[src/rtl/button_step_pulser.sv]
// Conditions two raw push-buttons into debounced levels and single-cycle inc/dec step pulses,
// with optional hold-to-repeat and mutual exclusion when both buttons are held.
module button_step_pulser #(
    parameter int DB_CYCLES     = 1_000_000,
    parameter int REPEAT_EN     = 1,
    parameter int REPEAT_DELAY  = 50_000_000,
    parameter int REPEAT_PERIOD = 20_000_000
) (
    input  logic clk,
    input  logic rst_n,
    input  logic btn_up,
    input  logic btn_down,
    output logic inc_pulse,
    output logic dec_pulse,
    output logic up_held,
    output logic down_held
);
    localparam int DW   = $clog2(DB_CYCLES);
    localparam int RMAX = (REPEAT_DELAY > REPEAT_PERIOD) ? REPEAT_DELAY : REPEAT_PERIOD;
    localparam int RW   = $clog2(RMAX);

    localparam logic [DW-1:0] DB_LAST = DW'(DB_CYCLES - 1);
    localparam logic [DW-1:0] DB_SAT  = {DW{1'b1}};
    localparam logic [DW-1:0] DB_ZERO = {DW{1'b0}};
    localparam logic [RW-1:0] RD_LAST = RW'(REPEAT_DELAY - 1);
    localparam logic [RW-1:0] RP_LAST = RW'(REPEAT_PERIOD - 1);
    localparam logic [RW-1:0] R_ZERO  = {RW{1'b0}};

    typedef enum logic [1:0] {
        ST_IDLE   = 2'd0,
        ST_DELAY  = 2'd1,
        ST_REPEAT = 2'd2,
        ST_HELD   = 2'd3
    } state_t;

    // Index 0 is the up button, index 1 the down button throughout.
    logic [1:0]    btn_raw_s;
    logic [1:0]    sync1_q;
    logic [1:0]    sync2_q;
    logic [1:0]    stable_q;
    logic [1:0]    stable_d;
    logic [DW-1:0] db_cnt_q [2];
    logic [DW-1:0] db_cnt_d [2];
    state_t        state_q  [2];
    state_t        state_d  [2];
    logic [RW-1:0] rcnt_q   [2];
    logic [RW-1:0] rcnt_d   [2];
    logic [1:0]    fire_s;
    logic [1:0]    pulse_q;
    logic [1:0]    pulse_d;
    logic          both_held_s;

    assign btn_raw_s   = {btn_down, btn_up};
    assign both_held_s = &stable_q;

    // State registers: synchronisers, debounce, per-button FSMs and output pulses.
    always_ff @(posedge clk or negedge rst_n) begin
        if (!rst_n) begin
            sync1_q  <= 2'b00;
            sync2_q  <= 2'b00;
            stable_q <= 2'b00;
            pulse_q  <= 2'b00;
            for (int i = 0; i < 2; i++) begin
                db_cnt_q[i] <= DB_ZERO;
                state_q[i]  <= ST_IDLE;
                rcnt_q[i]   <= R_ZERO;
            end
        end else begin
            sync1_q  <= btn_raw_s;
            sync2_q  <= sync1_q;
            stable_q <= stable_d;
            pulse_q  <= pulse_d;
            for (int i = 0; i < 2; i++) begin
                db_cnt_q[i] <= db_cnt_d[i];
                state_q[i]  <= state_d[i];
                rcnt_q[i]   <= rcnt_d[i];
            end
        end
    end

    // Debounce: accept a level only after DB_CYCLES consecutive disagreeing samples.
    always_comb begin
        for (int i = 0; i < 2; i++) begin
            stable_d[i] = stable_q[i];
            db_cnt_d[i] = db_cnt_q[i];
            if (sync2_q[i] == stable_q[i]) begin
                db_cnt_d[i] = DB_ZERO;
            end else if (db_cnt_q[i] == DB_LAST) begin
                stable_d[i] = sync2_q[i];
                db_cnt_d[i] = DB_ZERO;
            end else if (db_cnt_q[i] != DB_SAT) begin
                db_cnt_d[i] = db_cnt_q[i] + DW'(1'b1);
            end else begin
                db_cnt_d[i] = db_cnt_q[i];
            end
        end
    end

    // Per-button press/repeat FSM; holding both buttons parks both in HELD without pulsing.
    always_comb begin
        for (int i = 0; i < 2; i++) begin
            state_d[i] = state_q[i];
            rcnt_d[i]  = rcnt_q[i];
            fire_s[i]  = 1'b0;
            if (!stable_q[i]) begin
                state_d[i] = ST_IDLE;
                rcnt_d[i]  = R_ZERO;
            end else if (both_held_s) begin
                state_d[i] = ST_HELD;
                rcnt_d[i]  = R_ZERO;
            end else begin
                case (state_q[i])
                    ST_IDLE: begin
                        fire_s[i]  = 1'b1;
                        rcnt_d[i]  = R_ZERO;
                        state_d[i] = (REPEAT_EN != 0) ? ST_DELAY : ST_HELD;
                    end
                    ST_DELAY: begin
                        if (rcnt_q[i] == RD_LAST) begin
                            fire_s[i]  = 1'b1;
                            rcnt_d[i]  = R_ZERO;
                            state_d[i] = ST_REPEAT;
                        end else begin
                            rcnt_d[i] = rcnt_q[i] + RW'(1'b1);
                        end
                    end
                    ST_REPEAT: begin
                        if (rcnt_q[i] == RP_LAST) begin
                            fire_s[i] = 1'b1;
                            rcnt_d[i] = R_ZERO;
                        end else begin
                            rcnt_d[i] = rcnt_q[i] + RW'(1'b1);
                        end
                    end
                    ST_HELD: begin
                        state_d[i] = ST_HELD;
                    end
                    default: begin
                        state_d[i] = ST_IDLE;
                        rcnt_d[i]  = R_ZERO;
                    end
                endcase
            end
        end
    end

    // Simultaneous inc and dec requests cancel each other.
    always_comb begin
        pulse_d = 2'b00;
        if (&fire_s) begin
            pulse_d = 2'b00;
        end else begin
            pulse_d = fire_s;
        end
    end

    assign inc_pulse = pulse_q[0];
    assign dec_pulse = pulse_q[1];
    assign up_held   = stable_q[0];
    assign down_held = stable_q[1];

endmodule

[config.mk]
export PLATFORM = sky130hd
export DESIGN_NAME = button_step_pulser
export DESIGN_NICKNAME = d
export VERILOG_FILES = /design/src/rtl/button_step_pulser.sv
export SDC_FILE = /design/constraint.sdc
export NUM_CORES = 1
export LEC_CHECK = 0
export CORE_MARGIN = 1.5
export CORE_UTILIZATION = 42
export CTS_CLUSTER_SIZE = 20
export DETAILED_ROUTE_END_ITERATION = 12
export PLACE_DENSITY = 0.63
export SLEW_MARGIN = 10
export SYNTH_ARGS = -nofsm -noshare
export SYNTH_HDL_FRONTEND = slang
export SYNTH_SLANG_ARGS = --single-unit
[constraint.sdc]
create_clock -name clk -period 6.8 [get_ports clk]
set_input_delay 0.68 -clock clk [delete_from_list [all_inputs] [get_ports clk]]
set_output_delay 0.68 -clock clk [all_outputs]
set_load 0.01 [all_outputs]
==> impl_metrics.ini <==
; implementation run metrics
[setup_path]
cp.required_ps = 7000
max_stage_delay_ps = 760
end_kind = flip-flop
worst-path-max-fanout = 19
cp-start-kind = flip-flop
worstPathCellList = or3_1 -> nor4_1 -> a21oi_1 -> o21ai_2 -> o221ai_1
path_class = flip-flop to flip-flop
crit_path_end = rcnt_q[28]
cpLargestDelayFamily = AND-OR/OR-AND gates
arrival_ps = 2980
r2r_cells = 5
crit_start = rcnt_q[36]

[clocking]
cts_made_buffers = 9
cts_root_buffer = clkbuf_16
clockBufferDepth = 2
postCtsSetupBuffers = 0
htree_levels = 3
cts_hold_buf = 0

[power]
power_frac_seq_pct = 50.7
pwr-share-clk_pct = 47.2
seq_cell_power_w = 0.000625
p_leak_nw = 2.589
peakVddDrop_uv = 141.6
comb_power_share_pct = 2.1

[place]
hpwl_mm = 9.318
placed_cells = 849
numPortBuffers = 7
placed_area_sq_um = 6365

[drt]
maxUsedRoutingLayer = met4

[timing]
finalMaxSlewViolations = 0
rsz0062_at_grt = false

[yosys]
ys_seq_share_pct = 42.03
fa_ha_area_share_pct = 2.829
logic_family = simple AND/OR/NAND/NOR gates
xor_area_share_pct = 6.082
synth.distinct_cells = 59
top_cell = dfrtp_1
aoi_share_pct = 16.83
edf_count = 0

[cells_and_area]
numSequentialCells = 104
final-clk-cell-share_pct = 5.040
area_growth_pct = 8.244
drive_gt1_share_pct = 5.286
comb.multi_input.count = 528
seq_share_pct = 38.83
design_area_sq_um = 6703
final-nonclk-buf-share_pct = 1.456
largest_register_ffs = 52
nets = 694

[grt]
first_global_vias = 5060
grt_max_degree = 70
use_met1_pct = 23.95

[outcome]
status = finished clean

[floorplanning]
dieArea_sq_um = 15480
nWellTaps = 184
==> images/sizing.png <==
Scale: 3 px per micron.
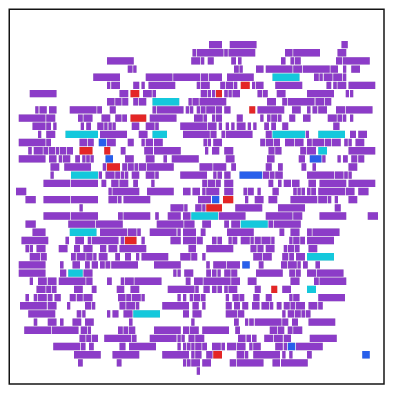
| colour | size | cells | most used |
|---|---|---|---|
| purple | x1 and smaller | 645 | dfrtp_1 |
| red | x2 | 13 | or2_2 |
| blue | x3 and x4 | 8 | buf_4 |
| cyan | x6 and larger | 15 | clkbuf_16 |

==> images/m3.png <==
Scale: 4 px per micron.
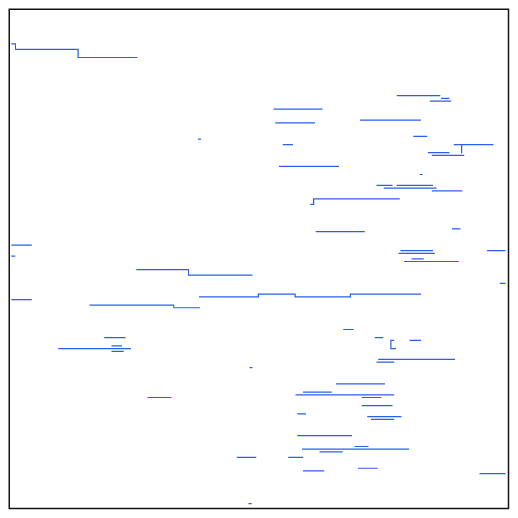
nets with wire on the layer: 47
longest straight run: 26.5 microns
main direction: horizontal
wire length on this layer: 579 microns
Routed WL: 13.82 mm
Vias: 5247
GR met3 Demand/Resource: 3.093%

==> images/congestion_map.png <==
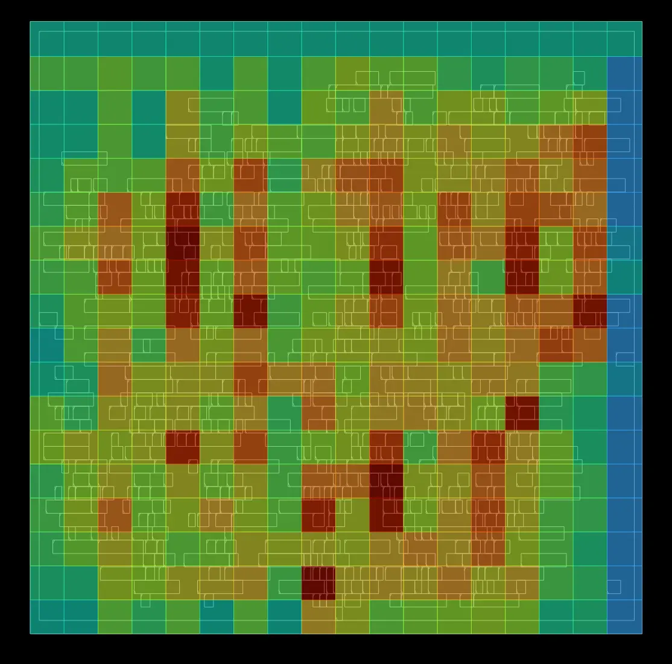
global routing usage on met2: 30.09%
Global Route Usage Sum: 18.29%

==> images/class_map.png <==
Scale: 3 px per micron. Fill, decap, tap and diode cells in grey.
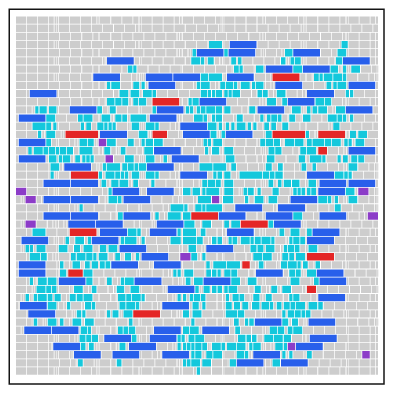
| colour | class | cells | share of their area |
|---|---|---|---|
| red | clock drivers and dummy loads | 16 | 5.2% |
| blue | registers | 104 | 40% |
| cyan | remaining logic cells | 550 | 53% |
| purple | remaining buffers and delay cells | 11 | 1.5% |

==> images/gates.png <==
Scale: 3 px per micron.
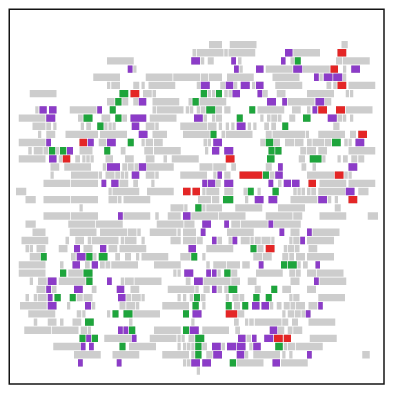
| colour | family | cells | most used |
|---|---|---|---|
| purple | aoi and oai cells | 123 | a21oi_1 |
| green | and/or cells | 66 | and2_1 |
| red | non-inverting ao/oa cells | 20 | o31a_1 |
Non-Filler Instances: 865
fraction of area in multi-input gates: 50.01%
most frequent logic cell in the layout: dfrtp_1

No activity file was given, so power comes from the tool's default toggle rates.
